## src/rtl/bsg_channel_widen.sv

```systemverilog
// Narrow-to-wide channel assembler: gathers ceil(width_out_p/width_in_p) narrow
// beats into one wide word and presents it with a valid/yumi handshake.
module bsg_channel_widen #(
   parameter int width_in_p   = 2,
   parameter int width_out_p  = 3,
   parameter bit lsb_to_msb_p = 1'b1
) (
   input  logic                   clk_i,
   input  logic                   reset_n_i,
   input  logic                   v_i,
   input  logic [width_in_p-1:0]  data_i,
   output logic                   ready_o,
   output logic                   v_o,
   output logic [width_out_p-1:0] data_o,
   input  logic                   yumi_i
);

   localparam int divisions_raw_lp = (width_out_p + width_in_p - 1) / width_in_p;
   localparam int divisions_lp     = (divisions_raw_lp < 1) ? 1 : divisions_raw_lp;
   localparam int count_w_lp       = (divisions_lp > 1) ? $clog2(divisions_lp) : 1;
   localparam int asm_w_lp         = divisions_lp * width_in_p;
   localparam logic [count_w_lp-1:0] last_count_lp = count_w_lp'(divisions_lp - 1);
   localparam int first_base_lp    = lsb_to_msb_p ? 0 : (divisions_lp - 1) * width_in_p;

   // Handshake contract: a beat moves when v_i & ready_o; a word moves when
   // yumi_i, which the consumer raises only while v_o is high. ready_o looks
   // at yumi_i combinationally so a freed word slot can take a beat at once.
   typedef enum logic {FILL = 1'b0, FULL = 1'b1} state_e;

   state_e                  state_q, state_d;
   logic [count_w_lp-1:0]   count_q, count_d;
   logic [asm_w_lp-1:0]     asm_q,   asm_d;
   logic [count_w_lp-1:0]   slot;
   int                      slot_base;
   logic                    accept;

   always_ff @(posedge clk_i or negedge reset_n_i) begin
      if (!reset_n_i) begin
         state_q <= FILL;
         count_q <= '0;
         asm_q   <= '0;
      end else begin
         state_q <= state_d;
         count_q <= count_d;
         asm_q   <= asm_d;
      end
   end

   // In FULL count_q is always 0, so the same slot mapping serves the refill beat.
   always_comb begin
      slot      = lsb_to_msb_p ? count_q : (last_count_lp - count_q);
      slot_base = int'(slot) * width_in_p;
      accept    = v_i & ready_o;
   end

   always_comb begin
      state_d = state_q;
      count_d = count_q;
      asm_d   = asm_q;
      case (state_q)
         FILL: begin
            if (accept) begin
               asm_d[slot_base +: width_in_p] = data_i;
               if (count_q == last_count_lp) begin
                  count_d = '0;
                  state_d = FULL;
               end else begin
                  count_d = count_q + 1'b1;
               end
            end
         end
         FULL: begin
            if (yumi_i) begin
               if (accept) begin
                  asm_d[first_base_lp +: width_in_p] = data_i;
                  if (divisions_lp == 1) begin
                     state_d = FULL;
                     count_d = '0;
                  end else begin
                     state_d = FILL;
                     count_d = count_w_lp'(1);
                  end
               end else begin
                  state_d = FILL;
               end
            end
         end
      endcase
   end

   always_comb begin
      v_o     = (state_q == FULL);
      ready_o = (state_q == FILL) | yumi_i;
      data_o  = asm_q[width_out_p-1:0];
   end

   // Pad bits above width_out_p exist only to keep every slice full width.
   generate
      if (asm_w_lp > width_out_p) begin : g_pad
         logic unused_pad;
         assign unused_pad = ^asm_q[asm_w_lp-1:width_out_p];
      end
   endgenerate

   yumi_without_valid_a: assert property (@(posedge clk_i) disable iff (!reset_n_i)
      yumi_i |-> v_o);

endmodule
```

## config.mk

```make
export PLATFORM = sky130hd
export DESIGN_NAME = bsg_channel_widen
export DESIGN_NICKNAME = d
export VERILOG_FILES = /design/src/rtl/bsg_channel_widen.sv
export SDC_FILE = /design/constraint.sdc
export NUM_CORES = 1
export LEC_CHECK = 0
export ABC_AREA = 1
export CAP_MARGIN = 0
export CORE_AREA = 3 3 40 42
export DETAILED_ROUTE_END_ITERATION = 16
export DIE_AREA = 0 0 43 45
export PLACE_DENSITY = 0.39
export SYNTH_ARGS = -nofsm -noshare
export SYNTH_HDL_FRONTEND = slang
export SYNTH_SLANG_ARGS = --single-unit
```

## constraint.sdc

```tcl
create_clock -name clk_i -period 0.95 [get_ports clk_i]
set_input_delay 0.095 -clock clk_i [delete_from_list [all_inputs] [get_ports clk_i]]
set_output_delay 0.095 -clock clk_i [all_outputs]
set_load 0.01 [all_outputs]
```

==> run_1/layer_met1.png <==
(12 px per um)
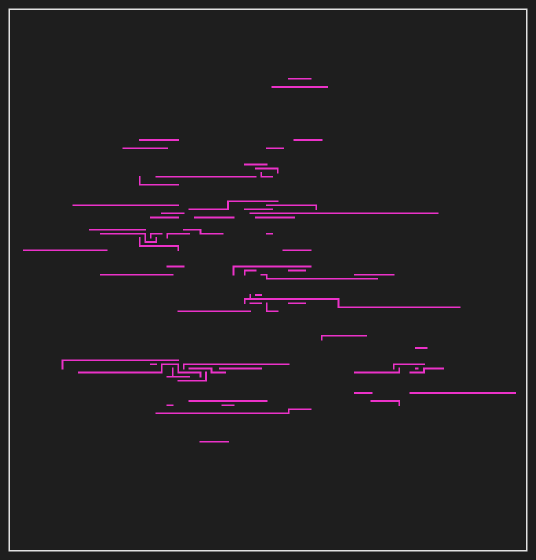
main direction	horizontal
share of all routed wire	49%
nets with wire on the layer	37

==> run_1/sizes.png <==
(8 px per um)
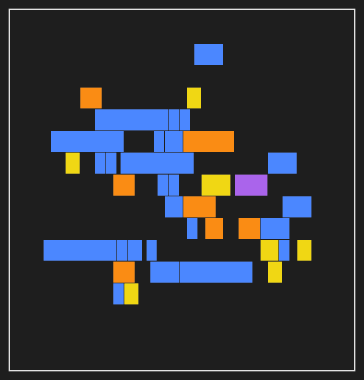
size	colour	cells	share	most used
_0 and _1 cells	blue	25	63%	nand2_1
_3 and _4 cells	orange	7	18%	clkbuf_4
_6 and larger	purple	1	2.5%	buf_6
_2 cells	yellow	7	18%	clkbuf_2

==> results.txt, run 1 <==
Figures from the implementation reports.

- The flow ran to the end, and the final reports show no timing, DRC or antenna violations.
- The mux share of post-synthesis cell area reads 0%.
- Global routing finished with a remaining overflow of 0.
- The count of final hold-check violations is 0.
- Hold timing on the final database bottoms out at a slack of 94.1 ps.
- The synthesized instance count reads 24.
- Per the final report, max-transition violations number 0.
- The setup violation total in the final timing report is 0.
- The worst setup timing slack at the placement stage reads -324 ps.
- The finished design was reported to have a net count of 47.
- The area added between synthesis and finish reads 69.9%.
- The area of the chip is 1940 um^2.
- The fill cell total of the finished layout reads 135.
- The initial core utilization reads 17.1%.
- The final critical path time including I/O delays and setup is 931 ps.
- The violation tally recorded at the end of detailed-routing iteration 0 is 1.
- The die extent in x reads 43 um.
- The latest clock arrival within the worst-skew pair reads 240 ps.
- For reference, the most critical setup path is categorized as reg -> out.
- The arithmetic-cell share of the synthesized area counting full adders, half adders and majority gates is 0%.
- According to the CTS report, the clock sink count is 5.
- The register bit count reported by yosys reads 5.
- The number of OpenROAD warnings is 27.
- The startpoint type of the worst setup path is a register.
- The standby leakage power is 0.194 nW.
- The root buffer cell is sky130_fd_sc_hd__clkbuf_4.
- In this run the worst hold path is classified as in -> async.
- The clock skew is 1.47 ps.
- The leading cell type in the layout, fill and taps excluded reads sky130_fd_sc_hd__nand2_1.
- The transition time recorded at the tightest slew-check pin is 270 ps.
- Looking at the VDD voltage map, the peak drop is 0.981 mV.
- The die height reads 45 um.
- The routed length per instance reads 9.93 um.
- The synthesized-area fraction occupied by ao, oa, aoi and oai cells is 2.27%.
- The first-pass iteration count of the detailed router reads 2.
- The routed layout has 207 vias.
- The number of global-route vias before repair reads 231.
==> run_1/placement_by_type.png <==
(8 px per um)
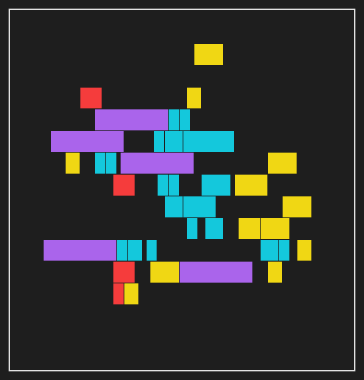
class	colour	cells
combinational and other logic	cyan	19
sequential cells	purple	5
remaining buffers and delay cells	yellow	12
clock drivers and dummy loads	red	4

run 1: path summary, 6_finish.rpt:
path	startpoint	endpoint	slack, ps
hold / removal	reset_n_i	asm_q[2]	90
max in group asynchronous	reset_n_i	asm_q[1]	640
setup / recovery	v_o	ready_o	20
setup reg to reg	v_o	asm_q[2]	40
hold reg to reg	asm_q[1]	asm_q[1]	470
min in group clk_i	data_i[0]	asm_q[2]	450
run 1: stage by stage:
stage               TNS (ps)  instances
CTS                        0         55
global placement        -809         51
finish                     0         55
detailed placement      -867         51
global route           -67.4         55
floorplan                  0         24
run 1: routing by layer:
layer / part of all wire (%) / vias up / routed length, um / GRT usage [%]
met2: 42 / 7 / 232 / 9.28
met3: 7.9 / 0 / 43 / 3.59
met1: 49 / 90 / 270 / 9.29
li1: - / 110 / - / -
met4: 0 / 0 / 0 / 7.23
met5: 0 / - / 0 / 0
run 1: report_power, final:
| part | switching [mW] | leakage (nW) | total, mW | internal [mW] |
|---|---|---|---|---|
| combinational | 0.258 | 0.117 | 0.477 | 0.219 |
| clock | 0.0889 | 0.0150 | 0.248 | 0.159 |
| sequential | 0.0764 | 0.0615 | 0.393 | 0.316 |
| total | 0.423 | 0.194 | 1.12 | 0.694 |
run 1: cells in the mapped netlist (all sizes together):
| library cell | number | share of area [%] |
|---|---|---|
| o21ai | 1 | 2.3 |
| nand4 | 2 | 5.7 |
| dfrtp | 5 | 57 |
| nand3 | 2 | 9.1 |
| nand2 | 11 | 21 |
| inv | 3 | 5.1 |
run 1: worst max-delay path, cell delays in order, from the launching register on:
cell and delay (ps):
sky130_fd_sc_hd__dfrtp_1 390, sky130_fd_sc_hd__nand2_2 80, sky130_fd_sc_hd__buf_2 130
run 1: logic make-up (layout without fill, tap and decap cells):
group	after synthesis	in the layout
AOI/OAI and AO/OA	1	1
buffers and inverters	3	19
DFF	5	5
and+or+nand+nor	15	15
run 1: cell type report:
cell class              instances  area [um^2]  area share (%)
well taps                      15         18.8            5.02
repair buffers                 12         93.8            25.1
inverters                       3         13.8            3.68
multi-input cells              16         96.3            25.8
clock buffers                   4         26.3            7.02
flip-flops and latches          5          125            33.4
run 1: repair_timing:
action | in CTS | in global routing
pin swaps | 0 | 4
setup endpoints to repair | 5 | 8
resized | 14 | 7
buffers inserted | 0 | 0
run 1: registers in the layout, summed over array words and instances, names as in the netlist:
name and flops:
asm_q 3, count_q 1, v_o 1
==> run_1/congestion.png <==
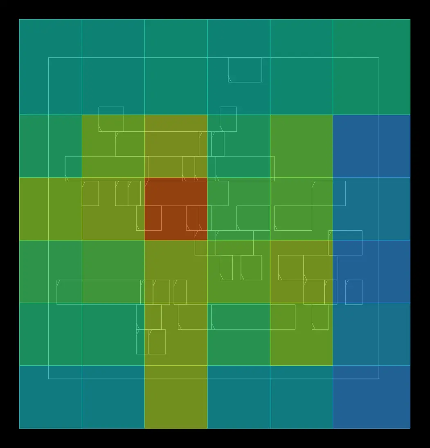

## Run 2: what changed since run 1
Settings changed: CTS_CLUSTER_DIAMETER from default to 80, MAX_ROUTING_LAYER from default to met4.
==> run_2/congestion.png <==
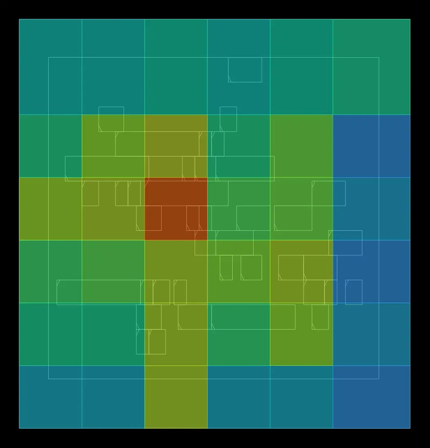
drt wl/cell: 9.93 um
busiest metal layer after global routing: met1
met1 routing resource usage after global routing: 9.29%
post-layout utilization of the core: 29.1%

==> run_2/sizes.png <==
(8 px per um)
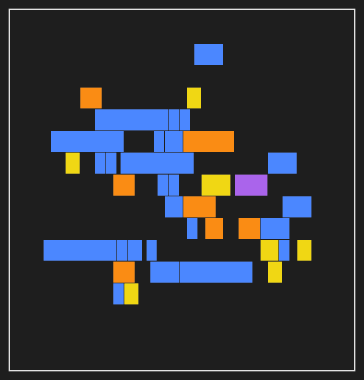
size	colour	cells	share	most used
_3 and _4 cells	orange	7	18%	clkbuf_4
_2 cells	yellow	7	18%	clkbuf_2
_0 and _1 cells	blue	25	63%	nand2_1
_6 and larger	purple	1	2.5%	buf_6

==> results.txt, run 2 <==
Figures from the implementation reports.

- The combinational cell fraction of total power reads 42.7% (about the same).
- The final critical path time including I/O delays and setup is 931 ps (unchanged).
- The commonest cells after synthesis are sky130_fd_sc_hd__nand2_1, sky130_fd_sc_hd__dfrtp_1.
- Per the post-route antenna check, the number of violating nets is 0.
- The report counts max-capacitance violations totalling 0.
- The register bank with the most flops is asm_q.
- The latest clock arrival within the worst-skew pair reads 240 ps (about the same).
- The total number of vias was 207 (unchanged).
- The total global-route track usage is 7.76%.
- The chip area line of the yosys report reads 220 um^2.
- The design draws 1.12 mW.
- The largest fanout of any net on the critical path reads 3.
- The net switching power of the design reads 0.423 mW (unchanged).
- The warning count from the yosys run reads 0.
- The global-route congestion overflow total reads 0 (unchanged).
- The number of buffers added for setup after CTS reads 0 (unchanged).
- In the setup report, the worst path falls into the class reg -> out.
- The mean instance size in the synthesized netlist reads 9.18 um^2.
- The clock-pin slew on the worst setup and hold paths is 50 ps.
- The worst setup timing slack at the placement stage is -324 ps (unchanged).
- Yosys stat counts 24 cells in the synthesized netlist.
- The clock tree from TritonCTS is yes.
- The register bit count reported by yosys reads 5 (unchanged).
- The relative contribution of the clock network to total power came to 22.2% (about the same).
- For this run, the leading register cell type out of synthesis is sky130_fd_sc_hd__dfrtp_1.
- The transition time at the pin with the least slew margin reads 270 ps (unchanged).
- The die height came to 45 um (unchanged).
- CTS placed an instance of sky130_fd_sc_hd__clkbuf_4 at the clock tree root.
- The relative contribution of sequential cells to total power was 35.2% (about the same).
- The share of post-route cells with drive strength above 1 is 37.5%.
- The number of distinct standard cells referenced by the synthesized netlist is 8.
- The startpoint type of the worst setup path reads a register.
- The main area contributors are sky130_fd_sc_hd__dfrtp_1, sky130_fd_sc_hd__nand2_1, sky130_fd_sc_hd__nand3_2.
- The peak supply drop is 0.981 mV (unchanged).
- The first-pass iteration count of the detailed router is 2 (unchanged).
- The area added between synthesis and finish was 69.9% (unchanged).
- In this run the number of H-tree levels came out at 1.
- The endpoint of the most critical register-to-register path is asm_q[2].
- Entering global routing, the biggest net connects 6 pins.
- The number of nets handed over by synthesis was 30.
- The number of cells traversed by the worst register-to-register path is 5.
- The cell-internal power is 0.694 mW (unchanged).
- The number of enable flip-flop cells is 0 (unchanged).
- The number of global-route vias before repair came to 231 (unchanged).
- For this run the top cell type by instance count after synthesis was sky130_fd_sc_hd__nand2_1.
- The flip-flop count of the largest register, all copies and words added was 3 (unchanged).
- The post-detailed-route via-to-cell ratio reads 3.76.
- The most common logic cells in the final layout are sky130_fd_sc_hd__nand2_1, sky130_fd_sc_hd__dfrtp_1, sky130_fd_sc_hd__clkdlybuf4s50_1.
- The area of the mapped netlist is 220 um^2.
- The last weighted congestion value of the routability-driven placer reads 0.679.
- The initial core utilization is 17.1% (unchanged).
- The flow ran to the end, and the final reports show no timing, DRC or antenna violations.
- The standby leakage power is 0.194 nW (unchanged).
- The synthesized instance count is 24 (unchanged).
- The path class of the lowest-slack min-delay path reads in -> async.
- The data arrival time reported for the critical path is 840 ps.
- In this run the tool buffered the top-level ports with 10 buffer cells.
- The number of OpenROAD warnings came to 27 (unchanged).
- The final-report max-slew violation count reads 0 (unchanged).
- The total DRC errors in the routed layout is 0.
- The share of synthesized area occupied by flip-flops and latches reads 56.8%.
- The number of I/O pins reads 11.
- Setup repair after global routing could not meet its margin everywhere.
- The share of Yosys cell area claimed by the top area cell type is 56.8% (unchanged).
- The setup total negative slack reads 0 ps (unchanged).
- The setup violation total in the final timing report reads 0 (unchanged).
- The start of the worst register-to-register path is v_o.
- The cell taking the most area after synthesis is sky130_fd_sc_hd__dfrtp_1.
- Wires add up to 546 um.
- The die extent in x is 43 um (unchanged).
- The area of the chip reads 1940 um^2 (unchanged).
- The proportion of register bits with asynchronous set or reset after synthesis is 100% (unchanged).
- The switching power as a share of total power reads 37.9% (unchanged).
- The initial DRC count came to 1 (unchanged).
- The CTS sink count is 5 (unchanged).
- The post-placement cell count is 51 (unchanged).
- The post-layout period usage of the worst path is 98.0%.
- The worst path setup slack after routing is 19.2 ps.
- The library cell used most frequently in the layout, excluding fill and tap cells, is sky130_fd_sc_hd__nand2_1.
- The first-pass GRT wire length is 1.02 mm.
- The required time reported for the critical path endpoint reads 850 ps.
- The tally of non-filler cells in the final layout is 55 (unchanged).
- The worst-case register-to-register setup slack is 40 ps (about the same).
- The initial antenna violation count is 0.
- The number of nets in the layout reads 47 (unchanged).
- The clock passes through at most 2 buffers.
- The clock skew is 1.47 ps (unchanged).
- The count of final hold-check violations was 0 (unchanged).
==> run_2/placement_by_type.png <==
(8 px per um)
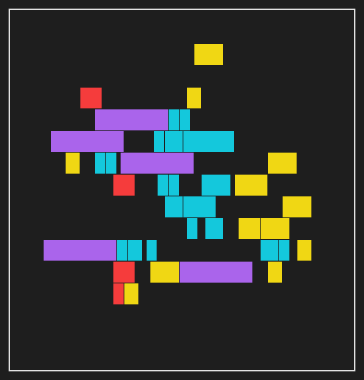
class	colour	cells
combinational and other logic	cyan	19
sequential cells	purple	5
remaining buffers and delay cells	yellow	12
clock drivers and dummy loads	red	4
placeable core area: 1280 um^2
Rows: 13
cell area after layout: 374 um^2
fraction of standard cell area that is sequential: 33.4%

[run 2: worst max-delay path by stage]
stage | startpoint | to | slack [ps] | cells after the start
6_report | v_o | ready_o | 20 | 2
5_1_grt | v_o | ready_o | -30 | 2
4_1_cts | asm_q[0] | data_o[0] | 3 | 1
3_5_place_dp | yumi_i | ready_o | -320 | 4
3_3_place_gp | yumi_i | ready_o | -310 | 4
2_1_floorplan | v_o | asm_q[0] | 70 | 4
[run 2: repair_timing]
item	4_1_cts	5_1_grt
setup endpoints to repair	5	8
gates resized	14	7
pin swaps	0	4
[run 2: critical path: stages, from the launching register on]
cell and delay, ps:
sky130_fd_sc_hd__dfrtp_1 390, sky130_fd_sc_hd__nand2_2 80, sky130_fd_sc_hd__buf_2 130
[run 2: power by group through the flow]
stage	clock, mW	combinational, mW	sequential, mW
final	0.248	0.477	0.393
after global routing	0.281	0.537	0.411
after CTS	0.257	0.460	0.385
after detailed placement	0	0.517	0.387
after global placement	0	0.517	0.385
after floorplan	0	0.184	0.429
[run 2: kinds of logic after synthesis]
| kind of cell | synth area share, % |
|---|---|
| simple gates | 35.8 |
| flops | 56.8 |
| buf+inv | 5.11 |
| compound gates | 2.27 |
[run 2: per-stage QoR]
step	hold slack, ps	utilization, %
after floorplan	-201	-
after global placement	347	27.6
after detailed placement	353	27.6
after CTS	93.2	28.8
after global routing	88.5	29.1
final	94.1	29.1
[run 2: final cells by class]
type                       instances  area [um^2]
sequential                         5          125
clock buffer                       4         26.3
multi-input combinational         16         96.3
fill                             135          911
inverter                           3         13.8
timing repair buffer              12         93.8
tap                               15         18.8
[run 2: routing by layer]
metal  part of all wire, %  GRT usage, %
met4                     0          7.23
met5                     0             -
met2                    42          9.28
met1                    49          9.29
met3                   7.9          3.59
## Run 3: what changed since run 2
Settings changed: CTS_CLUSTER_SIZE from default to 25.
==> run_3/placement_by_type.png <==
(8 px per um)
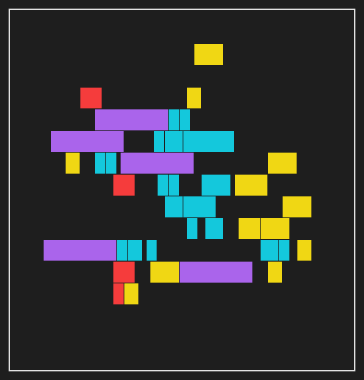
class	colour	cells
clock drivers and dummy loads	red	4
remaining buffers and delay cells	yellow	12
sequential cells	purple	5
combinational and other logic	cyan	19

==> run_3/detail.png <==
Region (0, 20) to (25, 45) um. Cells in grey, sequential cells in the stronger grey; small squares are vias.
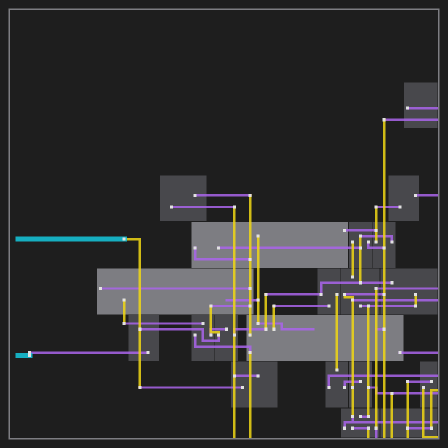
layer	colour
metal 2	yellow
metal 3	cyan
metal 1	purple
sequential cells in the window	3
most frequent	nand2_1 (7), dfrtp_1 (3)
cells with their middle in the window	19
netlist names of flops here include	asm_q (2), count_q (1)

==> results.txt, run 3 <==
Figures from the implementation reports.

- The total number of vias reads 207 (unchanged).
- The register bit count reported by yosys was 5 (unchanged).
- The clock tree from TritonCTS reads yes.
- The first-pass iteration count of the detailed router came to 2 (unchanged).
- The critical path in this run is classified as reg -> out.
- The placeable core area reads 1280 um^2 (unchanged).
- The number of cells traversed by the worst register-to-register path reads 5 (unchanged).
- The total DRC errors in the routed layout is 0 (unchanged).
- The synthesized instance count came to 24 (unchanged).
- The post-placement cell count reads 51 (unchanged).
- The arrival time of the worst setup path is 840 ps (about the same).
- The CTS sink count reads 5 (unchanged).
- The initial core utilization reads 17.1% (unchanged).
- The global-route congestion overflow total is 0 (unchanged).
- The setup violation total in the final timing report is 0 (unchanged).
- The post-detailed-route via-to-cell ratio is 3.76 (unchanged).
- The register bank with the most flops is asm_q.
- The number of nets in the layout is 47 (unchanged).
- The cell taking the most area after synthesis is sky130_fd_sc_hd__dfrtp_1.
- The area of the chip is 1940 um^2 (unchanged).
- The chip area line of the yosys report came to 220 um^2 (unchanged).
- The warning count from the yosys run reads 0 (unchanged).
- The number of nets in the synthesized netlist reads 30 (unchanged).
- The total of buffers placed on input and output ports is 10 (unchanged).
- Ranked by instance count, the synthesized netlist is headed by sky130_fd_sc_hd__nand2_1, sky130_fd_sc_hd__dfrtp_1.
- The share of synthesized area occupied by flip-flops and latches is 56.8% (unchanged).
- The overall power is 1.12 mW (unchanged).
- The number of max-cap violations reads 0 (unchanged).
- The final-report max-slew violation count is 0 (unchanged).
- The required time reported for the critical path endpoint reads 850 ps (about the same).
- The total global-route track usage reads 7.76% (unchanged).
- The peak supply drop reads 0.981 mV (unchanged).
- STA reports the tightest min-delay check as being of type in -> async.
- The number of enable flip-flop cells reads 0 (unchanged).
- The flip-flop count of the largest register, all copies and words added reads 3 (unchanged).
- The mean instance size in the synthesized netlist is 9.18 um^2 (unchanged).
- The proportion of register bits with asynchronous set or reset after synthesis came to 100% (unchanged).
- The worst setup timing slack at the placement stage is -324 ps (unchanged).
- The tree is rooted in a sky130_fd_sc_hd__clkbuf_4.
- For the worst reg-to-reg path, the startpoint reported by OpenROAD is v_o.
- Setup repair after global routing could not meet its margin everywhere.
- Among all cell types in the netlist, the one instantiated most often is sky130_fd_sc_hd__nand2_1.
- The leading cell type in the layout, fill and taps excluded reads sky130_fd_sc_hd__nand2_1.
- The initial DRC count is 1 (unchanged).
- The number of OpenROAD warnings reads 27 (unchanged).
- The CTS H-tree depth came to 1 (unchanged).
- The clock-pin slew on the worst setup and hold paths is 50 ps (about the same).
- The largest fanout of any net on the critical path reads 3 (unchanged).
- The number of distinct standard cells referenced by the synthesized netlist reads 8 (unchanged).
- In the synthesized netlist the dominant register cell turns out to be sky130_fd_sc_hd__dfrtp_1.
- The number of buffers on the longest clock path was 2 (unchanged).
- The die height is 45 um (unchanged).
- The number of I/O pins is 11 (unchanged).
- The run finished with clean final reports.
==> run_3/sizes.png <==
(8 px per um)
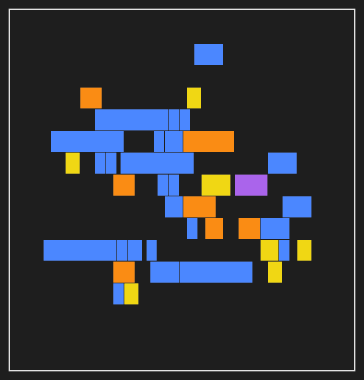
size	colour	cells	share	most used
_0 and _1 cells	blue	25	63%	nand2_1
_2 cells	yellow	7	18%	clkbuf_2
_6 and larger	purple	1	2.5%	buf_6
_3 and _4 cells	orange	7	18%	clkbuf_4
Area growth syn-to-layout: 69.9%
Repair and plain buffers: 12
Worst Slack Setup Final: 19.2 ps

==> run 3: cell counts in the layout (fill, tap and decap cells not counted) <==
Identical to the previous run, type by type.
==> run 3: kinds of logic after synthesis <==
kind of cell / share of synthesized area [%]
buffers and inverters: 5.11
flip-flops: 56.8
AND-OR/OR-AND: 2.27
AND/OR/NAND/NOR: 35.8
==> run 3: worst max-delay path, cell delays in order (launching register included) <==
cell and delay (ps):
sky130_fd_sc_hd__dfrtp_1 390, sky130_fd_sc_hd__nand2_2 80, sky130_fd_sc_hd__buf_2 130
==> run 3: what timing repair did <==
| item | CTS | global route |
|---|---|---|
| resized | 14 | 7 |
| pin swaps | 0 | 4 |
| endpoints found under the setup margin | 5 | 8 |
==> run 3: worst max-delay path by stage <==
stage,from,end,slack [ps],depth (start not counted)
after floorplan,v_o,asm_q[0],70,4
after global placement,yumi_i,ready_o,-310,4
after detailed placement,yumi_i,ready_o,-320,4
after CTS,asm_q[0],data_o[0],3,1
after global routing,v_o,ready_o,-30,2
final,v_o,ready_o,20,2
==> run 3: per-stage QoR <==
stage | hold slack, ps | area, um^2 | TNS, ps
final | 94.1 | 374 | 0
after global routing | 88.5 | 374 | -67.4
after CTS | 93.2 | 370 | 0
after detailed placement | 353 | 354 | -867
after global placement | 347 | 354 | -809
after floorplan | -201 | 220 | 0
==> run 3: where the power goes <==
| group | total, mW | internal [mW] | switching (mW) |
|---|---|---|---|
| Sequential | 0.393 | 0.316 | 0.0764 |
| Combinational | 0.477 | 0.219 | 0.258 |
| Clock | 0.248 | 0.159 | 0.0889 |
| Total | 1.12 | 0.694 | 0.423 |
==> run 3: final cells by class <==
cell class              instances  area (um^2)
flip-flops and latches          5          125
fillers                       135          911
clock buffers                   4         26.3
repair buffers                 12         93.8
multi-input cells              16         96.3
well taps                      15         18.8
inverters                       3         13.8
==> run 3: routing by layer <==
metal  wire, um  track usage, %
met5          0               -
met1        270            9.29
met3         43            3.59
met4          0            7.23
met2        232            9.28
Power is estimated from default activity; no workload was simulated.
